**Run 1: M3 wires**

Scale bar: 20 um.
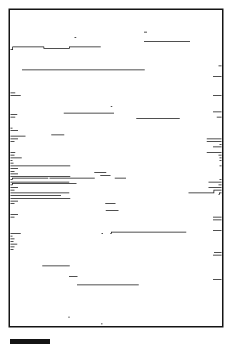
**Run 1: selected gate families**

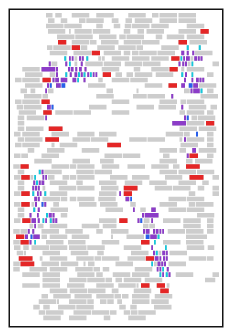
**Run 1: metal 2**

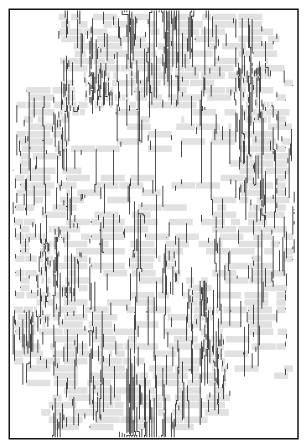
**Run 1: sequential cells colored by netlist name**

Other sequential cells in the stronger gray, the rest of the logic in the fainter gray.
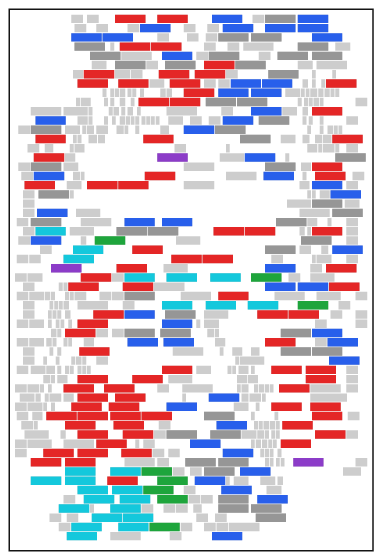
--- src/rtl/adder.sv ---
// Four-stage pipelined ripple adder: one byte-wide slice per stage, with operand
// skew registers feeding later slices and de-skew registers aligning sum slices.

module adder_slice #(
  parameter int SW = 8
) (
  input  logic [SW-1:0] a_i,
  input  logic [SW-1:0] b_i,
  input  logic          c_i,
  output logic [SW-1:0] s_o,
  output logic          c_o
);
  logic [SW:0] sum;
  assign sum        = {1'b0, a_i} + {1'b0, b_i} + {{SW{1'b0}}, c_i};
  assign {c_o, s_o} = sum;
endmodule

module adder #(
  parameter int WIDTH = 32,
  parameter int TAGW  = 8
) (
  output logic [WIDTH-1:0] si,
  output logic [TAGW-1:0]  xout,
  input  logic [WIDTH-1:0] ai,
  input  logic [WIDTH-1:0] bi,
  input  logic [TAGW-1:0]  xin,
  input  logic             clk,
  input  logic             rst
);
  localparam int NS = 4;
  localparam int SW = WIDTH / NS;

  // Skew storage is packed flat: stage k keeps only the operand bits above its slice.
  function automatic int op_off(input int k);
    int o = 0;
    for (int j = 0; j < k; j++) o += WIDTH - (j + 1) * SW;
    return o;
  endfunction

  // De-skew storage: stage k holds the k+1 completed sum slices.
  function automatic int sm_off(input int k);
    int o = 0;
    for (int j = 0; j < k; j++) o += (j + 1) * SW;
    return o;
  endfunction

  localparam int OPW = op_off(NS - 1);
  localparam int SMW = sm_off(NS);

  logic [OPW-1:0]           a_sk_q, a_sk_d, b_sk_q, b_sk_d;
  logic [SMW-1:0]           s_q, s_d;
  logic [NS-2:0]            c_q, c_d;
  logic [NS-1:0][TAGW-1:0]  x_q;

  for (genvar k = 0; k < NS; k++) begin : g_stg
    localparam int IW = WIDTH - k * SW;
    logic [IW-1:0] a_in, b_in;
    logic          ci, co;
    logic [SW-1:0] s_sl;

    if (k == 0) begin : g_in0
      assign a_in = ai;
      assign b_in = bi;
      assign ci   = 1'b0;
      assign s_d[sm_off(0) +: SW] = s_sl;
    end else begin : g_inn
      assign a_in = a_sk_q[op_off(k-1) +: IW];
      assign b_in = b_sk_q[op_off(k-1) +: IW];
      assign ci   = c_q[k-1];
      assign s_d[sm_off(k) +: (k+1)*SW] = {s_sl, s_q[sm_off(k-1) +: k*SW]};
    end

    adder_slice #(.SW(SW)) u_slice (
      .a_i (a_in[SW-1:0]),
      .b_i (b_in[SW-1:0]),
      .c_i (ci),
      .s_o (s_sl),
      .c_o (co)
    );

    if (k < NS - 1) begin : g_fwd
      assign a_sk_d[op_off(k) +: IW-SW] = a_in[IW-1:SW];
      assign b_sk_d[op_off(k) +: IW-SW] = b_in[IW-1:SW];
      assign c_d[k] = co;
    end else begin : g_last
      // Carry out of the top bit wraps away.
      logic co_unused;
      assign co_unused = co;
    end
  end

  always_ff @(posedge clk or negedge rst) begin
    if (!rst) begin
      a_sk_q <= '0;
      b_sk_q <= '0;
      s_q    <= '0;
      c_q    <= '0;
      x_q    <= '0;
    end else begin
      a_sk_q <= a_sk_d;
      b_sk_q <= b_sk_d;
      s_q    <= s_d;
      c_q    <= c_d;
      x_q    <= {x_q[NS-2:0], xin};
    end
  end

  assign si   = s_q[sm_off(NS-1) +: WIDTH];
  assign xout = x_q[NS-1];
endmodule

--- config.mk ---
export PLATFORM = sky130hd
export DESIGN_NAME = adder
export DESIGN_NICKNAME = d
export VERILOG_FILES = /design/src/rtl/adder.sv
export SDC_FILE = /design/constraint.sdc
export NUM_CORES = 1
export LEC_CHECK = 0
export ABC_AREA = 1
export ABC_CLOCK_PERIOD_IN_PS = 2300
export CELL_PAD_IN_SITES_DETAIL_PLACEMENT = 0
export CELL_PAD_IN_SITES_GLOBAL_PLACEMENT = 1
export CORE_ASPECT_RATIO = 1.5
export CORE_UTILIZATION = 43
export CTS_BUF_LIST = sky130_fd_sc_hd__clkbuf_16
export DETAILED_ROUTE_END_ITERATION = 8
export PLACE_DENSITY = 0.79
export SLEW_MARGIN = 20
export SYNTH_ARGS = -nofsm -noshare
export SYNTH_HDL_FRONTEND = slang
export SYNTH_HIERARCHICAL = 1
export SYNTH_SLANG_ARGS = --single-unit
--- constraint.sdc ---
create_clock -name clk -period 2.3 [get_ports clk]
set_input_delay 0.46 -clock clk [delete_from_list [all_inputs] [get_ports clk]]
set_output_delay 0.46 -clock clk [all_outputs]
set_load 0.05 [all_outputs]
==> run_results.csv, run 1 <==
group,metric,value,unit
worst_setup_path,r2r_slack,0.46,ns
floorplan,rows,57,
sta,timing.final.crit_share,91.80,%
worst_setup_path,slowest_delay,0.83,ns
status,outcome,"finished, final reports clean",
worst_setup_path,path_class,"flip-flop to primary output",
job,cap_violations,0,
power,peakVddDrop,0.5565,mV
layout,layout-drive-gt1-share,10.39,%
clock_tree,cts_tree,"done",
synthesis,syn_nets,593,
layout,insertedDiodeCount,0,
worst_setup_path,cp_top_family,"buffers and inverters",
sta,fin_setup_tns,0,ns
sta,finalHoldViolCount,0,
worst_setup_path,cp-start-kind,"flip-flop",
synthesis,avgSynthCellArea,14.63,um^2
clock_tree,clkSinkCount,211,
placed_design,dp_hpwl,6798,um
job,warnings,27,
synthesis,postSynthCellCount,483,
Notes on 'M3 wires' above:
The wires run mostly horizontal. 69 nets have wire on it. The layer holds 7.4% of the routed length. The longest straight run is 61.4 um.
final wirelength: 9827 um
Vias: 3461
GR Layer Usage met3: 4.134%

Notes on 'selected gate families' above:
Key: purple = nand cells [cells 121]; red = fa/ha/maj cells [cells 36, where spread over the die]; blue = nor cells [cells 11]; cyan = inv cells [cells 33, where spread over the die]
most frequent logic cell in the layout: dfrtp_1
combinational share of cell area: 15.38%
final cell count without fillers: 803

Notes on 'metal 2' above:
The longest straight run is 48.6 um. 565 nets have wire on it. The layer holds 53% of the routed length. The layer carries 5220 um of wire. The wires run mostly vertical.
met2 global-route usage: 21.55%

Notes on 'sequential cells colored by netlist name' above:
Key: purple = c_q [sequential cells 3]; red = s_q [sequential cells 80, where spread over the die]; green = xout [sequential cells 8]; cyan = x_q [sequential cells 24]; blue = a_sk_q [sequential cells 48, where spread over the die]
Another 48 sequential cells are not colored.
flop share of the area: 59.55%
P_seq: 4.22 mW
Layout Utilization: 55.01%

## run 1: where the power goes
part	internal, mW	switching (mW)
sequential	4.10	0.113
combinational	0.487	0.787
clock	1.77	1.29
## run 1: registers in the layout, indices dropped and copies added (netlist names)
register / flops
xout: 8
b_sk_q: 48
s_q: 80
a_sk_q: 48
x_q: 24
c_q: 3
## run 1: timing repair
| item | CTS | global route |
|---|---|---|
| gates resized | 0 | 0 |
| hold buffers | 1 | 0 |
| endpoints found under the hold margin | 65 | 0 |
| setup endpoints to repair | 0 | 0 |
## run 1: worst min-delay path by stage
stage | endpoint | cells after the start | slack (ns)
finish | s_q[27] | 0 | 0.34
global route | s_q[33] | 0 | 0.35
CTS | s_q[27] | 0 | 0.34
detailed placement | a_sk_q[45] | 0 | 0.33
global placement | a_sk_q[39] | 0 | 0.33
floorplan | a_sk_q[0] | 0 | 0.16
## run 1: cell type report
class	instances	area (um^2)
multi-input combinational	199	1364
clock inverter	14	93.84
timing repair buffer	119	1221
tap	206	257.7
inverter	33	123.9
fill	1375	7252
sequential	211	5280
clock buffer	21	525.5
## run 1: metal layers
metal | up-vias | routed length [um] | share of wire, % | GRT usage, %
met1 | 1687 | 3606 | 37 | 14.56
met5 | - | 0 | 0 | 0
met3 | 21 | 726 | 7.4 | 4.134
li1 | 1660 | - | - | -
met4 | 0 | 277 | 2.8 | 5.355
met2 | 93 | 5216 | 53 | 21.55
## run 1: per-stage QoR
step                instances  instance area [um^2]  power, mW
floorplan                 483                  7068      5.189
CTS                       803                  8866      8.702
detailed placement        767                  8237      5.577
finish                    803                  8866      8.545
global route              803                  8866      8.986
global placement          767                  8237      5.546
==> run 2: changes to the inputs <==
RECOVER_POWER = 50   (was unset)
==> run_results.csv, run 2 <==
group,metric,value,unit
status,outcome,"finished, final reports clean",
floorplan,rows,57,
sta,rsz0062_at_grt,"false",
sta,fmax,0.4741,GHz
clock_tree,cts_resized,0,
synthesis,synth_area,7068,um^2
job,cap_violations,0,
layout,reg_top3,"s_q (80), a_sk_q (48), b_sk_q (48)",
sta,fin_crit,2.109,ns
worst_setup_path,cp-start-kind,"flip-flop",
synthesis,postSynthCellCount,483,
clock_tree,cts_tree,"done",
synthesis,avgSynthCellArea,14.63,um^2
placed_design,dp_hpwl,6798,um
worst_setup_path,path_class,"flip-flop to primary output",
synthesis,syn_nets,593,
worst_setup_path,cp_top_family,"buffers and inverters",
power,p_total,8.526,mW
clock_tree,clkSinkCount,211,
sta,finalHoldViolCount,0,
layout,top_register,"s_q",
drt,wl_met3,702,um
worst_setup_path,slowest_delay,0.82,ns
global_route,grt_pass1_wl,16860,um
layout,num-fill-cells,1375,
layout,largest_reg_flops,80,
sta,fin_setup_tns,0,ns
layout,combGateArea,1364,um^2
layout,layout-drive-gt1-share,10.39,%
drt,met1_length,3638,um
drt,drt_iter0_drc,124,
drt,dr.max_layer_used,"met4",
power,peakVddDrop,0.5565,mV
global_route,antenna_found_initial,4,
layout,lay_top_count,"dfrtp_1",
drt,met2_length,5191,um
sta,timing.final.crit_share,91.72,%
[run 2: power by group]
group          leakage [nW]  internal (mW)  total [mW]  switching (mW)
sequential             2.47           4.10        4.22           0.113
clock                 0.307           1.77        3.06            1.29
combinational          1.42          0.468        1.25           0.786
total                  4.20           6.34        8.53            2.19
[run 2: through the flow]
stage               util (%)  setup WS, ns  cell area [um^2]  instances  hold WS [ns]
floorplan                  -        0.5082              7068        483        0.1644
global placement       51.10      -0.01802              8237        767        0.3316
detailed placement     51.10      -0.07355              8237        767        0.3347
CTS                    55.01        0.1360              8866        803        0.3408
global route           55.07        0.1197              8876        807        0.3478
finish                 55.07        0.1905              8876        807        0.3402
[run 2: metal layers]
metal | vias up | track usage (%)
li1 | 1665 | -
met1 | 1683 | 14.56
met2 | 93 | 21.55
met3 | 21 | 4.134
met4 | 0 | 5.355
met5 | - | 0
[run 2: final cells by class]
type                    count  area share (%)
clock inverters            14           1.057
multi-input cells         199           15.37
repair buffers            119           13.76
diodes                      4          0.1128
well taps                 206           2.904
clock buffers              21           5.920
inverters                  33           1.396
flip-flops and latches    211           59.49
[run 2: path summary, 6_finish.rpt]
kind / startpoint / endpoint / slack (ns) / cells past startpoint
worst max-delay path: s_q[51] / si[3] / 0.19 / 1
worst min-delay path: s_q[11] / s_q[27] / 0.34 / 0
worst max register to register: a_sk_q[24] / c_q[2] / 0.46 / 8
worst min register to register: s_q[11] / s_q[27] / 0.34 / 0
max in group asynchronous: rst / a_sk_q[6] / 1.11 / 3
min in group asynchronous: rst / a_sk_q[29] / 0.52 / 2
[run 2: repair_timing]
| item | CTS | global route |
|---|---|---|
| hold endpoints to repair | 65 | 0 |
| hold buffers | 1 | 0 |
| setup buffers | 0 | 0 |
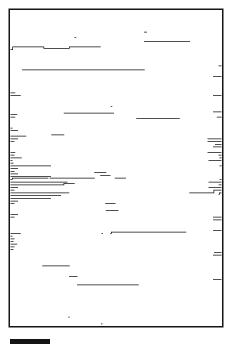
**Above:** run 2 (M3 wires).
Scale bar: 20 um.
69 nets have wire on it. The wires run mostly horizontal. The layer holds 7.2% of the routed length. The longest straight run is 61.4 um.
Vias: 3462
final wirelength: 9809 um

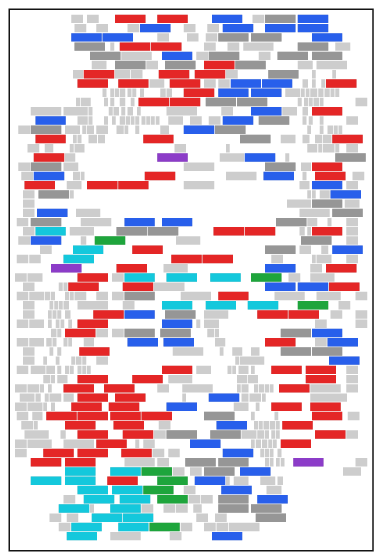
**Above:** run 2 (sequential cells colored by netlist name).
Other sequential cells in the stronger gray, the rest of the logic in the fainter gray.
Key: purple = c_q [sequential cells 3]; green = xout [sequential cells 8]; cyan = x_q [sequential cells 24]; blue = a_sk_q [sequential cells 48, where spread over the die]; red = s_q [sequential cells 80, where spread over the die]
Another 48 sequential cells are not colored.
Flop area: 5280 um^2
flop share of the area: 59.49%
Layout Utilization: 55.07%

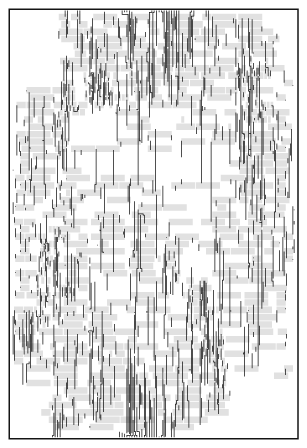
**Above:** run 2 (metal 2).
567 nets have wire on it. The wires run mostly vertical. The layer carries 5190 um of wire. The longest straight run is 48.6 um. The layer holds 53% of the routed length.

**Run 2: selected gate families**

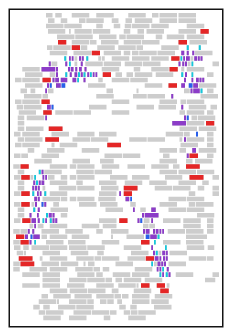

==> run 3: changes to the inputs <==
ABC_CLOCK_PERIOD_IN_PS = 2600   (was 2300)
CORE_UTILIZATION = 47   (was 43)
GPL_ROUTABILITY_DRIVEN = 1   (was unset)
PLACE_DENSITY = 0.85   (was 0.79)
clock period = 2.6 ns   (was 2.3 ns; I/O delays follow)
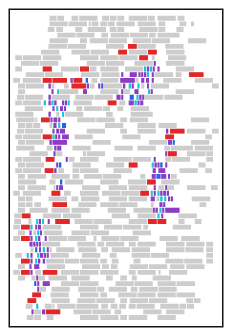
**Above:** run 3 (selected gate families).
Key: blue = nor cells [cells 11]; purple = nand cells [cells 121]; red = fa/ha/maj cells [cells 36, where spread over the die]; cyan = inv cells [cells 33]
final cell count without fillers: 798
combinational share of cell area: 15.29%

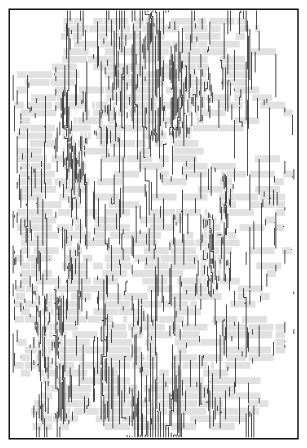
**Above:** run 3 (metal 2).
583 nets have wire on it. The longest straight run is 52.0 um. The wires run mostly vertical.
final wirelength: 10230 um
met2 global-route usage: 25.57%

==> run_results.csv, run 3 <==
group,metric,value,unit
status,outcome,"finished, violations left",
status,violations,"capacitance limit, slew limit",
sta,fin_ws,0.4386,ns
global_route,antenna_found_initial,5,
sta,finalHoldViolCount,0,
sta,timing.final.crit_share,83.13,%
worst_setup_path,r2r_slack,0.73,ns
power,p_switching,1.955,mW
global_route,use_met3,3.394,%
layout,top_register,"s_q",
clock_tree,cts_resized,0,
worst_setup_path,cp-startpoint,"s_q[69]",
worst_hold_path,hold_start,"x_q[5]",
placed_design,dp_hpwl,7151,um
clock_tree,cts_setup_buffers,0,
worst_setup_path,cp_top_family,"buffers and inverters",
floorplan,rows,54,
job,cap_violations,1,
power,swShare,24.86,%
sta,rsz0062_at_grt,"false",
layout,final_area,8921,um^2
sta,drv_slew,66,
sta,fin_crit,2.161,ns
worst_setup_path,reg2regPathDepth,8,
layout,layout-drive-gt1-share,10.72,%
synthesis,postSynthCellCount,483,
drt,vias,3484,
power,p_comb_share,14.2,%
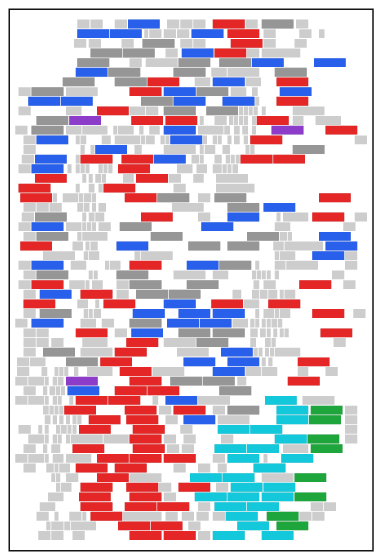
**Above:** run 3 (sequential cells colored by netlist name).
Other sequential cells in the stronger gray, the rest of the logic in the fainter gray.
Key: cyan = x_q [sequential cells 24]; green = xout [sequential cells 8, where bottom right]; red = s_q [sequential cells 80]; blue = a_sk_q [sequential cells 48]; purple = c_q [sequential cells 3]
Layout Utilization: 61.13%
flop share of the area: 59.19%

run 3: layout make-up:
type	instances	area [um^2]	area share [%]
diodes	5	12.51	0.1403
clock buffers	21	525.5	5.891
clock inverters	15	181.4	2.034
inverters	33	123.9	1.389
multi-input cells	199	1364	15.29
flip-flops and latches	211	5280	59.19
well taps	196	245.2	2.749
repair buffers	118	1189	13.32
run 3: worst max path at each step:
stage / endpoint / slack, ns / cells past startpoint
2_1_floorplan: c_q[0] / 0.75 / 8
3_3_place_gp: c_q[0] / 0.23 / 9
3_5_place_dp: c_q[0] / 0.21 / 9
4_1_cts: si[14] / 0.41 / 1
5_1_grt: si[21] / 0.38 / 1
6_report: si[21] / 0.44 / 1
run 3: through the flow:
step,cells,utilization (%)
global route,798,61.13
finish,798,61.13
global placement,757,56.27
floorplan,483,-
detailed placement,757,56.27
CTS,793,61.11
run 3: worst register-to-register path: stages (launching register included):
cell	delay (ns)
dfrtp_1	0.39
fa_1	0.47
fa_1	0.43
nand2_1	0.09
nand2_1	0.11
nand3b_4	0.10
nand2_1	0.07
nand2_1	0.07
nand2_1	0.05
run 3: layer usage:
metal	vias up	part of all wire (%)
li1	1662	-
met1	1715	36
met2	85	56
met3	22	4.8
met4	0	3.2
met5	-	0
run 3: power groups by stage:
stage / sequential, mW / combinational [mW] / clock (mW)
3_3_place_gp: 3.78 / 1.12 / 0
6_report: 3.74 / 1.12 / 3.01
3_5_place_dp: 3.80 / 1.14 / 0
4_1_cts: 3.74 / 1.15 / 3.11
2_1_floorplan: 3.76 / 0.834 / 0
5_1_grt: 3.77 / 1.21 / 3.25
Power is estimated from default activity; no workload was simulated.
